final_congestion.png
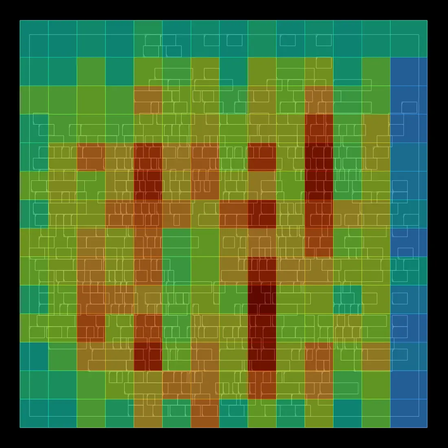
zoom.png
Window x 37 to 62, y 17 to 42 µm. Cells in grey, sequential cells in the stronger grey; small squares are vias.
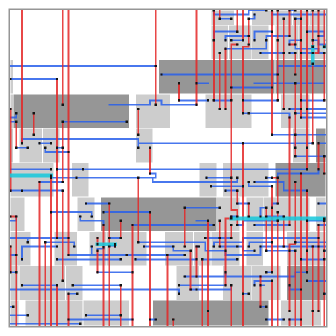
registers.png
Drawn at 3 px/µm. Other sequential cells in the stronger grey, the rest of the logic in the fainter grey.
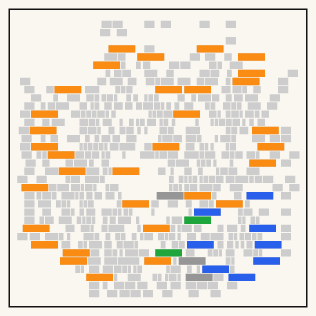
pins.png
Drawn at 4 px/µm. Pins as bars across the die edge, other pins in grey.
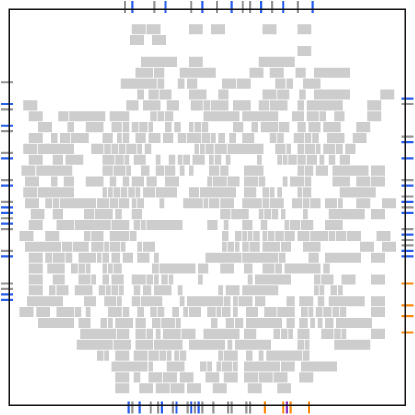
==> config.mk <==
export PLATFORM = sky130hd
export DESIGN_NAME = integer_accum_flat
export DESIGN_NICKNAME = d
export VERILOG_FILES = /design/src/rtl/integer_accum_if.sv /design/src/rtl/integer_accum.sv /design/src/flat_wrapper.sv
export SDC_FILE = /design/constraint.sdc
export NUM_CORES = 1
export LEC_CHECK = 0
export ABC_AREA = 0
export CAP_MARGIN = 5
export CORE_MARGIN = 2
export CORE_UTILIZATION = 41
export DETAILED_ROUTE_END_ITERATION = 7
export PLACE_DENSITY = 0.76
export REMOVE_ABC_BUFFERS = 1
export SKIP_CTS_REPAIR_TIMING = 1
export SYNTH_ARGS = -nofsm -noshare
export SYNTH_HDL_FRONTEND = slang
export SYNTH_SLANG_ARGS = --single-unit
==> constraint.sdc <==
create_clock -name clk -period 6.4 [get_ports clk]
set_clock_uncertainty 0.1 [all_clocks]
set_input_delay 0.64 -clock clk [delete_from_list [all_inputs] [get_ports clk]]
set_output_delay 0.64 -clock clk [all_outputs]
set_load 0.005 [all_outputs]
==> ci_impl_report.md <==
## Synthesis and layout report

| Metric | Value |
|---|---|
| Buffer share of cell area | `0.177` |
| Vias per std cell | `5.86` |
| Number of global-route vias before repair | `3579` |
| FP Rows | `34` |
| Placer congestion estimate | `0.984` |
| Worst-path clk slew | `0.10 ns` |
| Fraction of area in multi-input gates | `0.516` |
| Startpoint Class | `input port` |
| Final setup violation count | `0` |
| Leading cell kind | `combinational gates` |
| Hold Vio Cnt, Final | `0` |
| H-tree depth | `2` |
| Adder Area Share | `0.118` |
| #FFs+latches synth | `45` |
| Max incr delay on CP | `0.52 ns` |
| Top-area cell share | `0.307` |
| CTS root buffer | `clkbuf_8` |
| DRT iter0 DRCs | `154` |
| Comb power | `333 µW` |
| CTS Buf Count | `5` |
| Global routing's busiest layer | `met2` |
| Dominant comb cell | `AND-OR/OR-AND gates` |
| WL per Instance | `15.8 µm` |
| Outcome | `completed` |
| Max-capacitance violation count | `0` |
| Ys flop type | `dfrtp_1` |
| Lkg Pwr | `1.98 nW` |
| Headroom to the max-slew limit | `0.465` |
| R2r worst-path depth | `11` |
| Core box area | `0.00872 mm²` |
| Area fraction in xor and xnor cells | `0.0692` |
| CP required | `6.55 ns` |
| Unrepaired setup endpoints after global routing | `no` |
Notes on final_congestion.png above:
Util after Layout: 0.533
GR Util met2: 0.333

Notes on zoom.png above:
[met1] blue
[met2] red
[met3] cyan
cells with their middle in the window: 42
sequential cells in the window: 4
most frequent: inv_1 (5), nand2_1 (5)

Notes on registers.png above:
[u_core.bus.count] blue | flops: 8 | where: lower right
[u_core.bus.sum_out] orange | flops: 32 | where: spread over the die
[u_core.state_q] green | flops: 2
not coloured: 3
FF/Latch Area: 0.00113 mm²
Seq area share: 0.242
sequential cell power: 325 µW

Notes on pins.png above:
[bus_count] orange | pins: 8 | direction: output | edge: 4 bottom, 4 right
[bus_sum_out] blue | pins: 32 | direction: output | edge: 10 left, 9 right, 7 top, 6 bottom
[bus_sum_valid] purple | pins: 1 | direction: output | edge: bottom
all pins by edge: 23 bottom, 21 right, 21 left, 15 top
Die X: 98.6 µm
Port Buffers: 79
chip height: 98.6 µm

Power and IR drop assume default switching activity.
